Run 1, wire density map:
Drawn at 4 px/µm. The die is cut into 19 by 19 equal tiles; dark purple is low, yellow is high, scaled to the fullest tile. Values are wire area over tile area, all layers added.
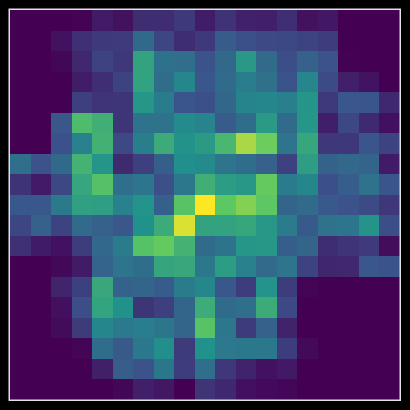
Run 1, cell outlines without signal wires:
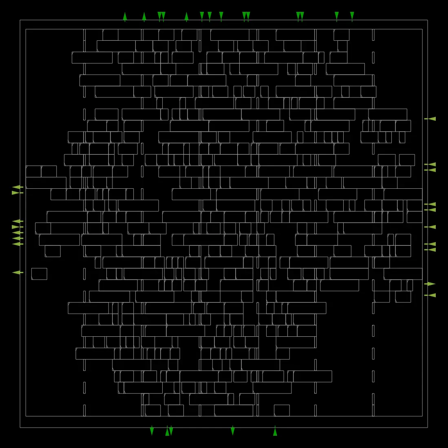
Run 1, PDN straps and rails:
Drawn at 4 px/µm. Pins as bars on the die edge.
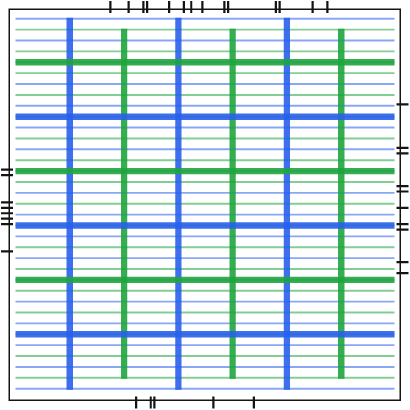
**src/rtl/seven_seg_scan_ctrl.sv**
```systemverilog
// Four-digit seven-segment scan controller with dead-time guard slots and a frame-synchronous shadow buffer.
// Optional macro LEAD_ZERO_BLANK_EN blanks leading zero digits (digit 0 is always shown).
module seven_seg_scan_ctrl #(
  parameter int CLK_DIV   = 100000,
  parameter int GUARD_CYC = 16
) (
  input  logic        clk,
  input  logic        reset,
  input  logic        disp_on,
  input  logic        load,
  input  logic [15:0] value,
  input  logic [3:0]  dp_in,
  output logic [1:0]  select,
  output logic        led_enable,
  output logic [6:0]  seg,
  output logic        dp,
  output logic        frame_tick,
  output logic        pending
);

  localparam int CNT_MAX = (CLK_DIV > GUARD_CYC) ? CLK_DIV : GUARD_CYC;
  localparam int CNT_W   = (CNT_MAX > 1) ? $clog2(CNT_MAX) : 1;

  typedef enum logic [1:0] {
    ST_OFF   = 2'd0,
    ST_SHOW  = 2'd1,
    ST_GUARD = 2'd2
  } state_t;

  state_t           state_r, state_s;
  logic [CNT_W-1:0] cnt_r;
  logic [15:0]      active_r, shadow_r, active_s;
  logic [3:0]       dp_active_r, dp_shadow_r, dp_active_s;
  logic [1:0]       select_s;
  logic             pending_s;
  logic             show_end_s, guard_end_s, boundary_s;
  logic             led_s, blank_s;
  logic [3:0]       nibble_s;
  logic [6:0]       seg_s;
  logic             dp_s;

  // Hex nibble to active-low {g,f,e,d,c,b,a}
  function automatic logic [6:0] hex_to_seg(input logic [3:0] nib);
    logic [6:0] s;
    case (nib)
      4'h0:    s = 7'b1000000;
      4'h1:    s = 7'b1111001;
      4'h2:    s = 7'b0100100;
      4'h3:    s = 7'b0110000;
      4'h4:    s = 7'b0011001;
      4'h5:    s = 7'b0010010;
      4'h6:    s = 7'b0000010;
      4'h7:    s = 7'b1111000;
      4'h8:    s = 7'b0000000;
      4'h9:    s = 7'b0010000;
      4'hA:    s = 7'b0001000;
      4'hB:    s = 7'b0000011;
      4'hC:    s = 7'b1000110;
      4'hD:    s = 7'b0100001;
      4'hE:    s = 7'b0000110;
      4'hF:    s = 7'b0001110;
      default: s = 7'b1111111;
    endcase
    return s;
  endfunction

  assign show_end_s  = (state_r == ST_SHOW)  && (cnt_r == CNT_W'(CLK_DIV - 1));
  assign guard_end_s = (state_r == ST_GUARD) && (cnt_r == CNT_W'(GUARD_CYC - 1));
  assign boundary_s  = guard_end_s && (select == 2'd3);

  // Next state and next digit index
  always_comb begin
    state_s  = state_r;
    select_s = select;
    case (state_r)
      ST_OFF: begin
        if (disp_on) begin
          state_s  = ST_SHOW;
          select_s = 2'd0;
        end else begin
          state_s  = ST_OFF;
        end
      end
      ST_SHOW: begin
        if (!disp_on || show_end_s) begin
          state_s = ST_GUARD;
        end else begin
          state_s = ST_SHOW;
        end
      end
      ST_GUARD: begin
        if (guard_end_s && disp_on) begin
          state_s  = ST_SHOW;
          select_s = select + 2'd1;
        end else if (guard_end_s) begin
          state_s  = ST_OFF;
          select_s = 2'd0;
        end else begin
          state_s  = ST_GUARD;
        end
      end
      default: begin
        state_s  = ST_OFF;
        select_s = 2'd0;
      end
    endcase
  end

  // Active buffer / pending flag; a direct load supersedes any stale shadow
  always_comb begin
    active_s    = active_r;
    dp_active_s = dp_active_r;
    pending_s   = pending;
    if (load && ((state_r == ST_OFF) || boundary_s)) begin
      active_s    = value;
      dp_active_s = dp_in;
      pending_s   = 1'b0;
    end else if (boundary_s && pending) begin
      active_s    = shadow_r;
      dp_active_s = dp_shadow_r;
      pending_s   = 1'b0;
    end else if (load) begin
      pending_s   = 1'b1;
    end else begin
      pending_s   = pending;
    end
  end

  // Output decode, computed from next-cycle state so registered outputs line up with it
  always_comb begin
    led_s    = (state_s == ST_SHOW);
    nibble_s = active_s[{select_s, 2'b00} +: 4];
`ifdef LEAD_ZERO_BLANK_EN
    case (select_s)
      2'd1:    blank_s = (active_s[15:4]  == 12'h000);
      2'd2:    blank_s = (active_s[15:8]  == 8'h00);
      2'd3:    blank_s = (active_s[15:12] == 4'h0);
      default: blank_s = 1'b0;
    endcase
`else
    blank_s  = 1'b0;
`endif
    if (led_s && !blank_s) begin
      seg_s = hex_to_seg(nibble_s);
    end else begin
      seg_s = 7'h7F;
    end
    if (led_s) begin
      dp_s = ~dp_active_s[select_s];
    end else begin
      dp_s = 1'b1;
    end
  end

  // State and slot counter; counter restarts on every state change
  always_ff @(posedge clk or posedge reset) begin
    if (reset) begin
      state_r <= ST_OFF;
      cnt_r   <= {CNT_W{1'b0}};
    end else begin
      state_r <= state_s;
      if ((state_s != state_r) || (state_r == ST_OFF)) begin
        cnt_r <= {CNT_W{1'b0}};
      end else begin
        cnt_r <= cnt_r + CNT_W'(1);
      end
    end
  end

  // Display buffers
  always_ff @(posedge clk or posedge reset) begin
    if (reset) begin
      active_r    <= 16'h0000;
      dp_active_r <= 4'h0;
      shadow_r    <= 16'h0000;
      dp_shadow_r <= 4'h0;
    end else begin
      active_r    <= active_s;
      dp_active_r <= dp_active_s;
      if (load && (state_r != ST_OFF) && !boundary_s) begin
        shadow_r    <= value;
        dp_shadow_r <= dp_in;
      end
    end
  end

  // Registered outputs
  always_ff @(posedge clk or posedge reset) begin
    if (reset) begin
      select     <= 2'd0;
      led_enable <= 1'b0;
      seg        <= 7'h7F;
      dp         <= 1'b1;
      frame_tick <= 1'b0;
      pending    <= 1'b0;
    end else begin
      select     <= select_s;
      led_enable <= led_s;
      seg        <= seg_s;
      dp         <= dp_s;
      frame_tick <= boundary_s;
      pending    <= pending_s;
    end
  end

endmodule

```
**config.mk**
```make
export PLATFORM = sky130hd
export DESIGN_NAME = seven_seg_scan_ctrl
export DESIGN_NICKNAME = d
export VERILOG_FILES = /design/src/rtl/seven_seg_scan_ctrl.sv
export SDC_FILE = /design/constraint.sdc
export NUM_CORES = 1
export LEC_CHECK = 0
export CORE_UTILIZATION = 40
export CTS_BUF_LIST = sky130_fd_sc_hd__clkbuf_4 sky130_fd_sc_hd__clkbuf_8 sky130_fd_sc_hd__clkbuf_16
export DETAILED_ROUTE_END_ITERATION = 10
export HOLD_SLACK_MARGIN = 0.03
export PLACE_DENSITY = 0.65
export SYNTH_ARGS = -nofsm -noshare
export SYNTH_HDL_FRONTEND = slang
export SYNTH_SLANG_ARGS = --single-unit
```
**constraint.sdc**
```tcl
create_clock -name clk -period 3.3 [get_ports clk]
set_input_delay 0.33 -clock clk [delete_from_list [all_inputs] [get_ports clk]]
set_output_delay 0.33 -clock clk [all_outputs]
set_load 0.01 [all_outputs]
```
==> reports/qor.txt, run 1 <==
max-slew violation count = 0
worst slew pin tran = 915 ps
top-count cell post-synth = dfrtp_1
Commonest Layout Cell = dfrtp_1
Top-area cell share = 44.0%
yosys synthesis warning count = 0
Synth area leader = dfrtp_1
Unique cell types = 49
Post-synth top cells = dfrtp_1 (64), nor2_1 (33), nand2_1 (23)
Hold Fails Final Rpt = 0
net count after synthesis = 369
Vias/cell = 5.30
Period minus WS final = 3170 ps
aoi share = 12.1%
DRT met1 WL = 3940 µm
final tally of setup violations = 0
CP Buf/Inv Count = 2
cts bufs inserted = 9
Clock Tree Buf Depth = 2
# DRC = 0
Cell Pwr Density = 759 nW/µm²
final worst setup slack = 133 ps
Detail Route Antenna Nets = 0
worst setup path end = seg[3]$_DFF_PP1_
Combinational Power Share = 41.3%
post-CTS sizing = 1
status = complete, no violations
Synth Flop Type = dfrtp_1
wire per inst = 15.6 µm
number of enable flip-flop cells = 0
Back to the opening pictures, 'wire density map':
mean over tiles: 0.13
densest ninth of the die: center
nearly empty tiles: 23%
tiles over half the peak: 16%
fullest tile: 0.52

Back to the opening pictures, 'cell outlines without signal wires':
CORE AREA: 8760 µm²
cell row count: 34

Back to the opening pictures, 'PDN straps and rails':
| color | net |
|---|---|
| blue | VSS |
| green | VDD |
rows: 34
met4 straps: 6
met5 straps: 6
die height: 97.4 µm
Peak VDD IR: 0.437 mV
die extent in x: 97.4 µm

-- run 1: power groups by stage --
stage | registers, µW | clock network [µW] | logic (µW)
2_1_floorplan | 1360 | 0 | 913
3_3_place_gp | 1370 | 0 | 1300
3_5_place_dp | 1370 | 0 | 1320
4_1_cts | 1360 | 713 | 1350
5_1_grt | 1390 | 757 | 1590
6_report | 1360 | 694 | 1440
-- run 1: cell type report --
cell class / count / area [µm²]
tap: 108 / 135
clock inverter: 7 / 70.1
sequential: 72 / 1810
inverter: 21 / 82.6
timing repair buffer: 70 / 639
clock buffer: 9 / 124
multi-input combinational: 230 / 1740
fill: 777 / 4150
Run 1, zoomed window:
Window x 24 to 74, y 43 to 93 µm. Cells in gray, sequential cells in the stronger gray; small squares are vias.
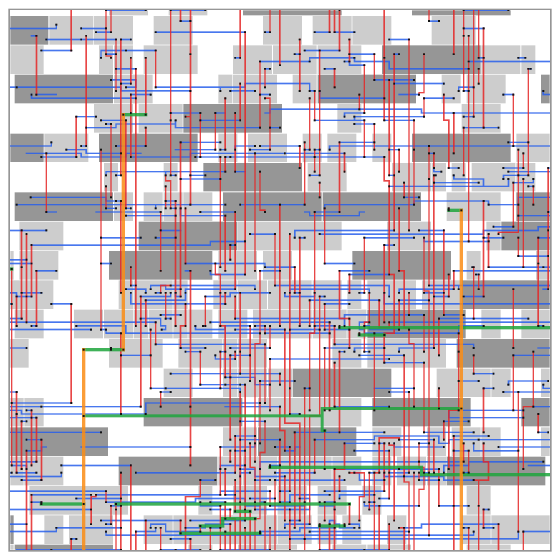

==> run 2, diff against run 1 <==
--- a/config.mk
+++ b/config.mk
@@ -5,11 +5,12 @@
 export SDC_FILE = /design/constraint.sdc
 export NUM_CORES = 1
 export LEC_CHECK = 0
-export CORE_UTILIZATION = 40
+export CORE_UTILIZATION = 55
 export CTS_BUF_LIST = sky130_fd_sc_hd__clkbuf_4 sky130_fd_sc_hd__clkbuf_8 sky130_fd_sc_hd__clkbuf_16
 export DETAILED_ROUTE_END_ITERATION = 10
 export HOLD_SLACK_MARGIN = 0.03
-export PLACE_DENSITY = 0.65
+export PLACE_DENSITY = 0.81
+export RECOVER_POWER = 100
 export SYNTH_ARGS = -nofsm -noshare
 export SYNTH_HDL_FRONTEND = slang
 export SYNTH_SLANG_ARGS = --single-unit
==> constraint.sdc (replaced) <==
create_clock -name clk -period 3.85 [get_ports clk]
set_input_delay 0.385 -clock clk [delete_from_list [all_inputs] [get_ports clk]]
set_output_delay 0.385 -clock clk [all_outputs]
set_load 0.01 [all_outputs]
Run 2, zoomed window:
Window x 17 to 67, y 33 to 83 µm. Cells in gray, sequential cells in the stronger gray; small squares are vias.
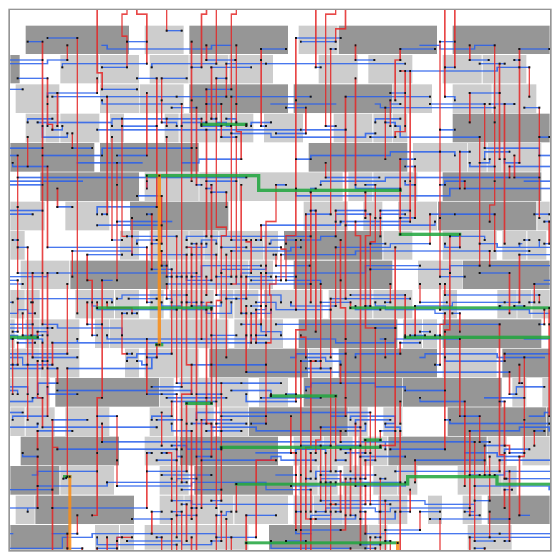
| color | layer |
|---|---|
| green | M3 |
| red | M2 |
| orange | M4 |
| blue | M1 |
netlist names of flops here include: `active_r` (12), `shadow_r` (10), `dp_active_r` (4)
cells with their middle in the window: 166
sequential cells in the window: 35
most frequent: dfrtp_1 (33), mux2_2 (13), mux2i_1 (12)

Run 2, wire density map:
Drawn at 4 px/µm. The die is cut into 17 by 17 equal tiles; dark purple is low, yellow is high, scaled to the fullest tile. Values are wire area over tile area, all layers added.
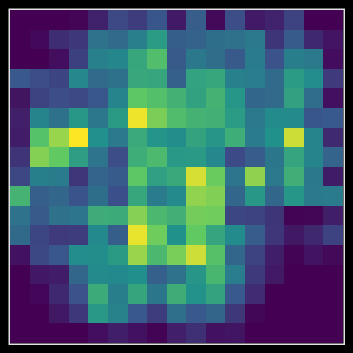
densest ninth of the die: center
mean over tiles: 0.17
tiles over half the peak: 27%
emptiest ninth of the die: south-east
nearly empty tiles: 14%
fullest tile: 0.48

==> run 2 against run 1 <==
  * The run now ends with max-capacitance violations, max-slew violations left
  * Count of clock-buffer cells in the layout increased by 1
  * Largest power group is now registers
  * Fmax shrank 12%
  * Sequential power is 15% lower
  * Cell area is 6.9% lower
==> reports/qor.txt, run 2 <==
worst slew pin tran = 1740 ps (was 915 ps)
Synth area leader = dfrtp_1 (unchanged)
Top-area cell share = 44.0% (unchanged)
Synth Flop Type = dfrtp_1 (unchanged)
max_cap viols = 1 (was 0)
max-slew violation count = 73 (was 0)
multi-input combinational area share = 38.8% (was 37.8%)
yosys synthesis warning count = 0 (unchanged)
status = complete, but fails checks (was complete, no violations)
net count after synthesis = 369 (unchanged)
die height = 83.4 µm (was 97.4 µm)
clock buffers = 10 (was 9)
Clock Tree Buf Depth = 2 (unchanged)
comb_multi_in = 230 (unchanged)
CORE AREA = 6390 µm² (was 8760 µm²)
Cell Pwr Density = 679 nW/µm² (was 759 nW/µm²)
Post-synth top cells = dfrtp_1 (64), nor2_1 (33), nand2_1 (23) (unchanged)
Seq cells = 72 (unchanged)
final worst setup slack = 245 ps (was 133 ps)
Power Sequential = 1160 µW (was 1360 µW)
Unique cell types = 49 (unchanged)
combinational power = 1070 µW (was 1440 µW)
Signal buf overhead = 9.57% (was 13.9%)
worst setup path end = seg[3]$_DFF_PP1_ (unchanged)
violated checks = max-capacitance violations, max-slew violations
Detail Route Antenna Nets = 0 (unchanged)
sequential share of cell area = 42.2% (was 39.4%)
==> run 2: layer usage <==
layer / global-route usage, % / part of all wire (%) / vias to the layer above
met5: 0 / 0 / -
met4: 7.68 / 1.4 / 0
met3: 6.26 / 4.8 / 11
met2: 32.6 / 44 / 67
met1: 33.7 / 50 / 1233
li1: - / - / 1273
==> run 2: logic make-up (layout without fill, tap and decap cells) <==
family / Yosys count / after routing / share of synthesized area [%]
AND-OR/OR-AND: 58 / 58 / 12.1
flip-flops: 72 / 72 / 49.8
buffers and inverters: 35 / 81 / 4.81
adder cells (fa/ha/maj): 8 / 8 / 2.75
XOR/XNOR: 16 / 16 / 3.85
AND/OR/NAND/NOR: 107 / 107 / 14.7
multiplexers: 41 / 41 / 12.0
Run 2, drive-strength map:
Drawn at 3 px/µm.
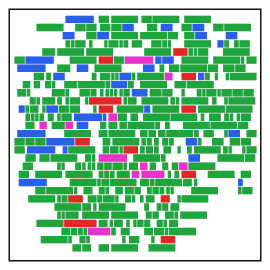

==> run 3, diff against run 2 <==
--- a/config.mk
+++ b/config.mk
@@ -5,11 +5,11 @@
 export SDC_FILE = /design/constraint.sdc
 export NUM_CORES = 1
 export LEC_CHECK = 0
-export CORE_UTILIZATION = 55
+export CORE_UTILIZATION = 50
 export CTS_BUF_LIST = sky130_fd_sc_hd__clkbuf_4 sky130_fd_sc_hd__clkbuf_8 sky130_fd_sc_hd__clkbuf_16
 export DETAILED_ROUTE_END_ITERATION = 10
 export HOLD_SLACK_MARGIN = 0.03
-export PLACE_DENSITY = 0.81
+export PLACE_DENSITY = 0.75
 export RECOVER_POWER = 100
 export SYNTH_ARGS = -nofsm -noshare
 export SYNTH_HDL_FRONTEND = slang
==> constraint.sdc (replaced) <==
create_clock -name clk -period 3.85 [get_ports clk]
set_input_delay 0.385 -clock clk [delete_from_list [all_inputs] [get_ports clk]]
set_output_delay 0.385 -clock clk [all_outputs]
set_load 0.005 [all_outputs]
Run 3, drive-strength map:
Drawn at 3 px/µm.
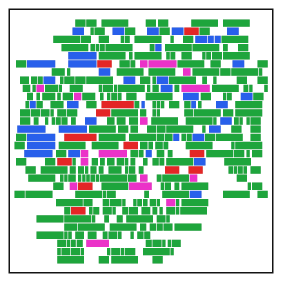
| color | size | cells | share | most used |
|---|---|---|---|---|
| red | x6 and larger | 12 | 3.1% | clkbuf_8 |
| magenta | x3 and x4 | 16 | 4.2% | buf_4 |
| green | x1 and smaller | 318 | 83% | dfrtp_1 |
| blue | x2 | 39 | 10% | mux2_2 |

Run 3, zoomed window:
Window x 19 to 69, y 36 to 86 µm. Cells in gray, sequential cells in the stronger gray; small squares are vias.
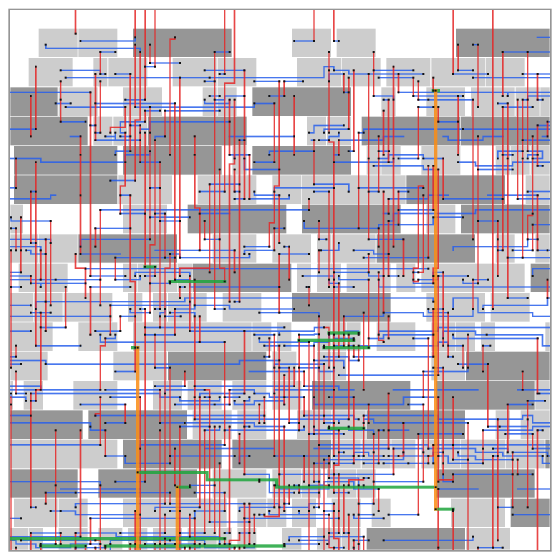
| color | layer |
|---|---|
| red | M2 |
| orange | M4 |
| blue | M1 |
| green | M3 |
most frequent: dfrtp_1 (29), mux2_2 (15), mux2i_1 (12)
netlist names of flops here include: `active_r` (12), `shadow_r` (8), `dp_shadow_r` (4)
cells with their middle in the window: 166
sequential cells in the window: 32

==> run 3 against run 2 <==
  * Worst hold slack got worse by 8.8 ps
  * Non-clock buffer count is 2 higher
  * First-iteration DRC count is 12% lower
  * Largest cell class unchanged
  * Power grew 0.13%
  * Highest routed layer unchanged
  * Clock skew fell by 2.8 ps
  * Wire length up 2.2%
  * Fmax grew 0.45%
  * The flow still finishes with violations (max-capacitance violations, max-slew violations)
==> reports/qor.txt, run 3 <==
status = complete, but fails checks (unchanged)
violated checks = max-capacitance violations, max-slew violations (unchanged)
net count after synthesis = 369 (unchanged)
yosys adder share = 2.75% (unchanged)
sequential share of cell area = 41.7% (was 42.2%)
met3 usage = 3.60% (was 6.26%)
Period minus WS final = 3590 ps (was 3610 ps)
cts bufs inserted = 9 (unchanged)
Reg area = 1810 µm² (unchanged)
comb_multi_in = 230 (unchanged)
die height = 87.3 µm (was 83.4 µm)
final worst setup slack = 261 ps (was 245 ps)
Clock Tree Buf Depth = 2 (unchanged)
Combinational Power Share = 37.0% (was 36.7%)
combinational power = 1080 µW (was 1070 µW)
GR Util met1 = 34.8% (was 33.7%)
Hold Fails Final Rpt = 0 (unchanged)
post-CTS sizing = 0 (unchanged)
Signal buf overhead = 9.86% (was 9.57%)
Fillers = 576 (was 477)
Cell Pwr Density = 672 nW/µm² (was 679 nW/µm²)
Seq cells = 72 (unchanged)
XOR Share, Synth = 3.85% (unchanged)
final tally of setup violations = 0 (unchanged)
Mux area share = 12.0% (unchanged)
Power Sequential = 1160 µW (about the same)
Synth logic family = simple AND/OR/NAND/NOR gates (unchanged)
aoi share = 12.1% (unchanged)
CP Buf/Inv Count = 3 (was 2)
yosys synthesis warning count = 0 (unchanged)
worst slew pin tran = 1510 ps (was 1740 ps)
Peak VDD IR = 0.428 mV (was 0.432 mV)
metal2 WL = 3320 µm (was 3250 µm)
Unique cell types = 49 (unchanged)
simple-gate share of the synthesized area = 14.7% (unchanged)
Commonest Layout Cell = dfrtp_1 (unchanged)
highest metal used = met4 (unchanged)
Clk power = 674 µW (was 681 µW)
DR WL met3 = 329 µm (was 354 µm)
# Taps = 96 (was 77)
cell row count = 30 (was 29)
max-slew violation count = 41 (was 73)
# DRC = 0 (unchanged)
max_cap viols = 1 (unchanged)
multi-input combinational area share = 38.6% (was 38.8%)
Top-area cell share = 44.0% (unchanged)
clk tree area frac = 5.22% (was 5.34%)
wire per inst = 15.7 µm (was 16.0 µm)
[run 3: cell counts after synthesis]
Identical to the previous run, type by type.
[run 3: final timing paths]
| path | start | end | slack (ps) | cells after the start |
|---|---|---|---|---|
| worst min-delay path | cnt_r[0]$_DFF_PP0_ | cnt_r[0]$_DFF_PP0_ | 460 | 1 |
| worst max-delay path | cnt_r[4]$_DFF_PP0_ | seg[6]$_DFF_PP1_ | 260 | 12 |
| worst min register to register | cnt_r[0]$_DFF_PP0_ | cnt_r[0]$_DFF_PP0_ | 460 | 1 |
| min in group asynchronous | reset | cnt_r[16]$_DFF_PP0_ | 940 | 2 |
| worst max register to register | cnt_r[4]$_DFF_PP0_ | seg[6]$_DFF_PP1_ | 260 | 12 |
| max in group asynchronous | reset | dp_active_r[0]$_DFF_PP0_ | 1240 | 3 |
Power and IR drop assume default switching activity.
